**src/rtl/pc_fetch_unit_if.sv**
```systemverilog
// pc_fetch_unit_if: fetch-stage bundle (control in, instruction memory port, IF/ID handshake to decode)
interface pc_fetch_unit_if;
  logic        Stall;
  logic        BranchTaken;
  logic [15:0] BranchTarget;
  logic [15:0] IAddress;
  logic        InsMemRW;
  logic [3:0]  op_in, rs_in, rt_in, imm_in;
  logic [3:0]  op, rs, rt, imm;
  logic [15:0] IF_PC;
  logic        IValid;
  logic        DReady;
  logic        Halted;
  modport master (
    input  Stall, BranchTaken, BranchTarget, op_in, rs_in, rt_in, imm_in, DReady,
    output IAddress, InsMemRW, op, rs, rt, imm, IF_PC, IValid, Halted
  );
  modport slave (
    output Stall, BranchTaken, BranchTarget, op_in, rs_in, rt_in, imm_in, DReady,
    input  IAddress, InsMemRW, op, rs, rt, imm, IF_PC, IValid, Halted
  );
endinterface

```
**src/rtl/pc_fetch_unit.sv**
```systemverilog
// pc_fetch_unit: PC owner, IF/ID capture register with valid/ready handoff, branch flush and stall.
// Defining HALT_OP_EN stops fetching after capturing HALT_OP.
module pc_fetch_unit #(
  parameter int          IMEM_DEPTH = 32,
  parameter logic [15:0] RESET_PC   = 16'h0000
`ifdef HALT_OP_EN
  , parameter logic [3:0] HALT_OP   = 4'b1111
`endif
) (
  input logic             CLK,
  input logic             RST_n,
  pc_fetch_unit_if.master bus
);
  localparam int AW = $clog2(IMEM_DEPTH);
  typedef enum logic [1:0] {IDLE, FETCH, HALT} state_t;
  state_t state, state_nxt;
  logic [AW-1:0] pc, if_pc;
  logic [15:0] ir;
  logic valid, branch, advance, consume;
  logic unused_target;
  assign unused_target = ^bus.BranchTarget[15:AW];
  always_ff @(posedge CLK or negedge RST_n)
    if (!RST_n) state <= IDLE;
    else state <= state_nxt;
  always_comb begin
    branch    = state == FETCH && bus.BranchTaken;
    advance   = state == FETCH && !bus.Stall && (!valid || bus.DReady);
    consume   = valid && bus.DReady;
    state_nxt = state == IDLE ? FETCH : state;
`ifdef HALT_OP_EN
    if (advance && !branch && bus.op_in == HALT_OP) state_nxt = HALT;
`endif
  end
  // Branch beats capture; capture beats a plain decode handoff.
  always_ff @(posedge CLK or negedge RST_n)
    if (!RST_n) begin
      pc    <= RESET_PC[AW-1:0];
      if_pc <= '0;
      ir    <= '0;
      valid <= 1'b0;
    end else if (branch) begin
      pc    <= bus.BranchTarget[AW-1:0];
      valid <= 1'b0;
    end else if (advance) begin
      ir    <= {bus.op_in, bus.rs_in, bus.rt_in, bus.imm_in};
      if_pc <= pc;
      valid <= 1'b1;
      pc    <= pc + AW'(1);
    end else if (consume) begin
      valid <= 1'b0;
    end
  assign bus.IAddress = 16'(pc);
  assign bus.InsMemRW = 1'b0;
  assign {bus.op, bus.rs, bus.rt, bus.imm} = ir;
  assign bus.IF_PC  = 16'(if_pc);
  assign bus.IValid = valid;
`ifdef HALT_OP_EN
  assign bus.Halted = state == HALT;
`else
  assign bus.Halted = 1'b0;
`endif
endmodule

```
**src/flat_wrapper.sv**
```systemverilog
// flat-port wrapper written by rule: the top's interface ports become plain ports
module pc_fetch_unit_flat 
#(
  parameter int          IMEM_DEPTH = 32,
  parameter logic [15:0] RESET_PC   = 16'h0000

)
  (CLK, RST_n, bus_Stall, bus_BranchTaken, bus_BranchTarget, bus_op_in, bus_rs_in, bus_rt_in, bus_imm_in, bus_DReady, bus_IAddress, bus_InsMemRW, bus_op, bus_rs, bus_rt, bus_imm, bus_IF_PC, bus_IValid, bus_Halted);
  pc_fetch_unit_if bus_i ();
  input logic CLK;
  input logic RST_n;
  input wire logic [$bits(bus_i.Stall)-1:0] bus_Stall;
  input wire logic [$bits(bus_i.BranchTaken)-1:0] bus_BranchTaken;
  input wire logic [$bits(bus_i.BranchTarget)-1:0] bus_BranchTarget;
  input wire logic [$bits(bus_i.op_in)-1:0] bus_op_in;
  input wire logic [$bits(bus_i.rs_in)-1:0] bus_rs_in;
  input wire logic [$bits(bus_i.rt_in)-1:0] bus_rt_in;
  input wire logic [$bits(bus_i.imm_in)-1:0] bus_imm_in;
  input wire logic [$bits(bus_i.DReady)-1:0] bus_DReady;
  output wire logic [$bits(bus_i.IAddress)-1:0] bus_IAddress;
  output wire logic [$bits(bus_i.InsMemRW)-1:0] bus_InsMemRW;
  output wire logic [$bits(bus_i.op)-1:0] bus_op;
  output wire logic [$bits(bus_i.rs)-1:0] bus_rs;
  output wire logic [$bits(bus_i.rt)-1:0] bus_rt;
  output wire logic [$bits(bus_i.imm)-1:0] bus_imm;
  output wire logic [$bits(bus_i.IF_PC)-1:0] bus_IF_PC;
  output wire logic [$bits(bus_i.IValid)-1:0] bus_IValid;
  output wire logic [$bits(bus_i.Halted)-1:0] bus_Halted;
  assign bus_i.Stall = bus_Stall;
  assign bus_i.BranchTaken = bus_BranchTaken;
  assign bus_i.BranchTarget = bus_BranchTarget;
  assign bus_i.op_in = bus_op_in;
  assign bus_i.rs_in = bus_rs_in;
  assign bus_i.rt_in = bus_rt_in;
  assign bus_i.imm_in = bus_imm_in;
  assign bus_i.DReady = bus_DReady;
  assign bus_IAddress = bus_i.IAddress;
  assign bus_InsMemRW = bus_i.InsMemRW;
  assign bus_op = bus_i.op;
  assign bus_rs = bus_i.rs;
  assign bus_rt = bus_i.rt;
  assign bus_imm = bus_i.imm;
  assign bus_IF_PC = bus_i.IF_PC;
  assign bus_IValid = bus_i.IValid;
  assign bus_Halted = bus_i.Halted;
  pc_fetch_unit #(.IMEM_DEPTH(IMEM_DEPTH), .RESET_PC(RESET_PC)) u_core (.CLK(CLK), .RST_n(RST_n), .bus(bus_i));
endmodule
```
**config.mk**
```make
export PLATFORM = sky130hd
export DESIGN_NAME = pc_fetch_unit_flat
export DESIGN_NICKNAME = d
export VERILOG_FILES = /design/src/rtl/pc_fetch_unit_if.sv /design/src/rtl/pc_fetch_unit.sv /design/src/flat_wrapper.sv
export SDC_FILE = /design/constraint.sdc
export NUM_CORES = 1
export LEC_CHECK = 0
export ABC_AREA = 1
export ABC_CLOCK_PERIOD_IN_PS = 1400
export CORE_ASPECT_RATIO = 1.2
export CORE_MARGIN = 2
export CORE_UTILIZATION = 37
export DETAILED_ROUTE_END_ITERATION = 8
export GPL_TIMING_DRIVEN = 0
export PLACE_DENSITY = 0.81
export SETUP_SLACK_MARGIN = 0.1
export SYNTH_ARGS = -nofsm -noshare
export SYNTH_HDL_FRONTEND = slang
export SYNTH_SLANG_ARGS = --single-unit
```
**constraint.sdc**
```tcl
create_clock -name CLK -period 1.4 [get_ports CLK]
set_clock_uncertainty 0.15 [all_clocks]
set_input_delay 0.28 -clock CLK [delete_from_list [all_inputs] [get_ports CLK]]
set_output_delay 0.28 -clock CLK [all_outputs]
set_load 0.02 [all_outputs]
```
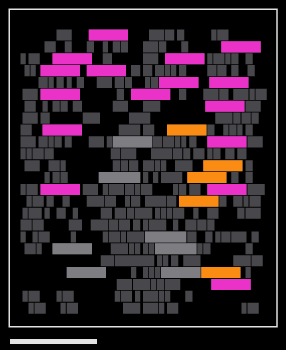
*Register map, names as in the netlist*
Scale bar: 20 um.
orange -> u_core.if_pc  # sequential cells 5, where middle right
magenta -> u_core.ir  # sequential cells 16
not coloured = 7

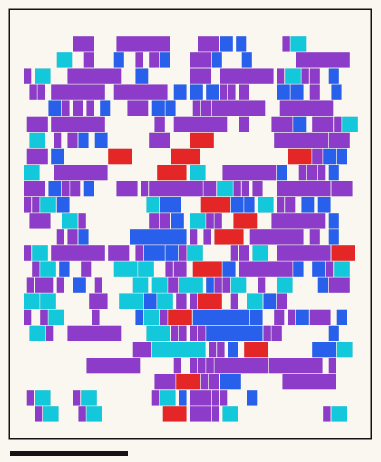
*Cell sizes after repair*
Scale bar: 20 um.
blue -> x2  # cells 62, most used nand2_2
red -> x6 and larger  # cells 15, most used buf_6
purple -> x1 and smaller  # cells 150, most used nand2_1
cyan -> x3 and x4  # cells 44, most used buf_4

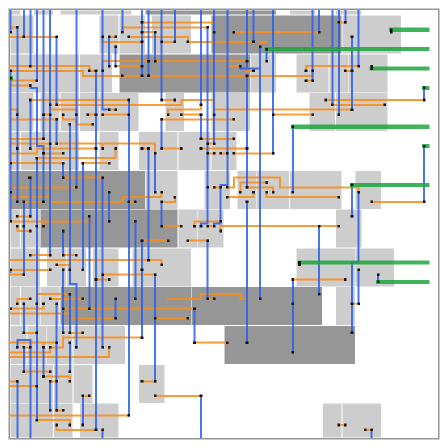
*Zoomed window*
Region (31, 3) to (61, 33) um. Cells in grey, sequential cells in the stronger grey; small squares are vias.
green -> M3
blue -> M2
orange -> M1
sequential cells in the window = 7
cells with their middle in the window = 65
netlist names of flops here include = u_core.pc (3), u_core.if_pc (2), u_core.ir (2)
most frequent = nand2_1 (17), buf_4 (8)

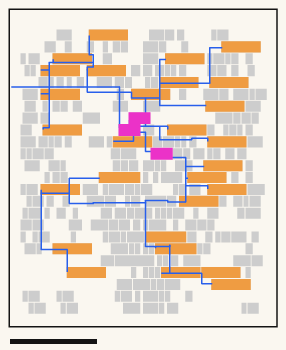
*Clock network drawn from the DEF*
Scale bar: 20 um.
blue -> clock wires  # length 326 um
magenta -> clock-net drivers  # count 3
orange -> flip-flops  # count 28
routed clock nets = 4
flops lie = widely spread

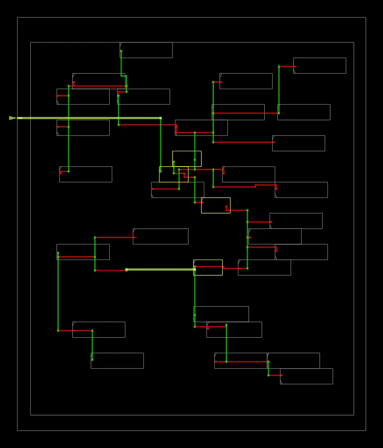
*Clock wiring as the flow saved it*
worst skew pair latency: 0.27 ns
clk pwr: 0.500 mW
clock buffers: 4
Flops: 28

[flip-flops by register name, summed over array words and instances (netlist names)]
register	count
u_core.if_pc	5
u_core.pc	5
u_core.bus.IValid	1
u_core.ir	16
u_core.state	1
[worst paths after layout]
check                      cells after the start       startpoint  slack, ns                end
setup / recovery                               6  u_core.state[0]       0.05       u_core.ir[0]
hold / removal                                 1            RST_n     -0.009      u_core.ir[15]
setup reg to reg                               6  u_core.state[0]       0.05       u_core.ir[0]
hold reg to reg                                2    u_core.ir[10]       0.33      u_core.ir[10]
max in group asynchronous                      1            RST_n       0.62       u_core.pc[3]
min in group CLK                               4       bus_DReady       0.27  u_core.bus.IValid
[cells in the mapped netlist (all sizes together)]
master,number,area share [%]
nand2,71,19
buf,28,15
dfrtp,28,49
o21ai,22,7.6
inv,9,2.3
nand3,7,2.4
clkbuf,3,0.87
conb,2,0.52
nand4,2,0.87
nor2,2,1.6
a21oi,1,0.35
ha,1,0.87
[metrics by stage]
| stage | area [sq um] | setup WS, ns | setup TNS [ns] | cells | hold WS (ns) |
|---|---|---|---|---|---|
| finish | 2310 | 0.0534 | 0 | 323 | -0.00944 |
| global route | 2310 | -0.0274 | -0.220 | 323 | 0.0523 |
| CTS | 2240 | 0.0350 | 0 | 319 | 0.0223 |
| detailed placement | 2110 | -0.677 | -24.54 | 303 | 0.337 |
| global placement | 2110 | -0.640 | -23.02 | 303 | 0.328 |
| floorplan | 1530 | 0.100 | 0 | 199 | -0.166 |
[power breakdown]
| group | internal [mW] | switching, mW |
|---|---|---|
| combinational | 0.457 | 0.591 |
| sequential | 0.952 | 0.0831 |
| clock | 0.251 | 0.249 |
==> notes.md <==
fresh numbers from the pnr run: CTS sink count 28, multi-input combinational area share 28.9%, antenna violations before repair 0, Setup Buffers After CTS 10, clk slew on worst S/H paths 0.10 ns, P_leak 1.28 nW, outcome finished with violations, I/O Pins ~90, CTS tree yes, failing checks hold timing, DRT Pass-1 Iters 4, endpoints failing hold 27, met2 wire len ~2000 um, layout cells sized above 1 44.6%, gpl congestion 0.796, Rows 24, Mean Syn Cell Area 8.19 sq um, WHS -0.00944 ns, fin crit share a little over nine tenths, Req. time, crit path approximately 1.4 ns, Bufs on Longest Clock Path 2, Distinct cells, synth 18, Hold/Removal Path Class input pin to asynchronous set/reset pin, Logic Gate Count about 130, number of cells in Yosys stat 176, Largest logic family simple AND/OR/NAND/NOR gates, Max Slew Vio Count 0
Power is estimated from default activity; no workload was simulated.
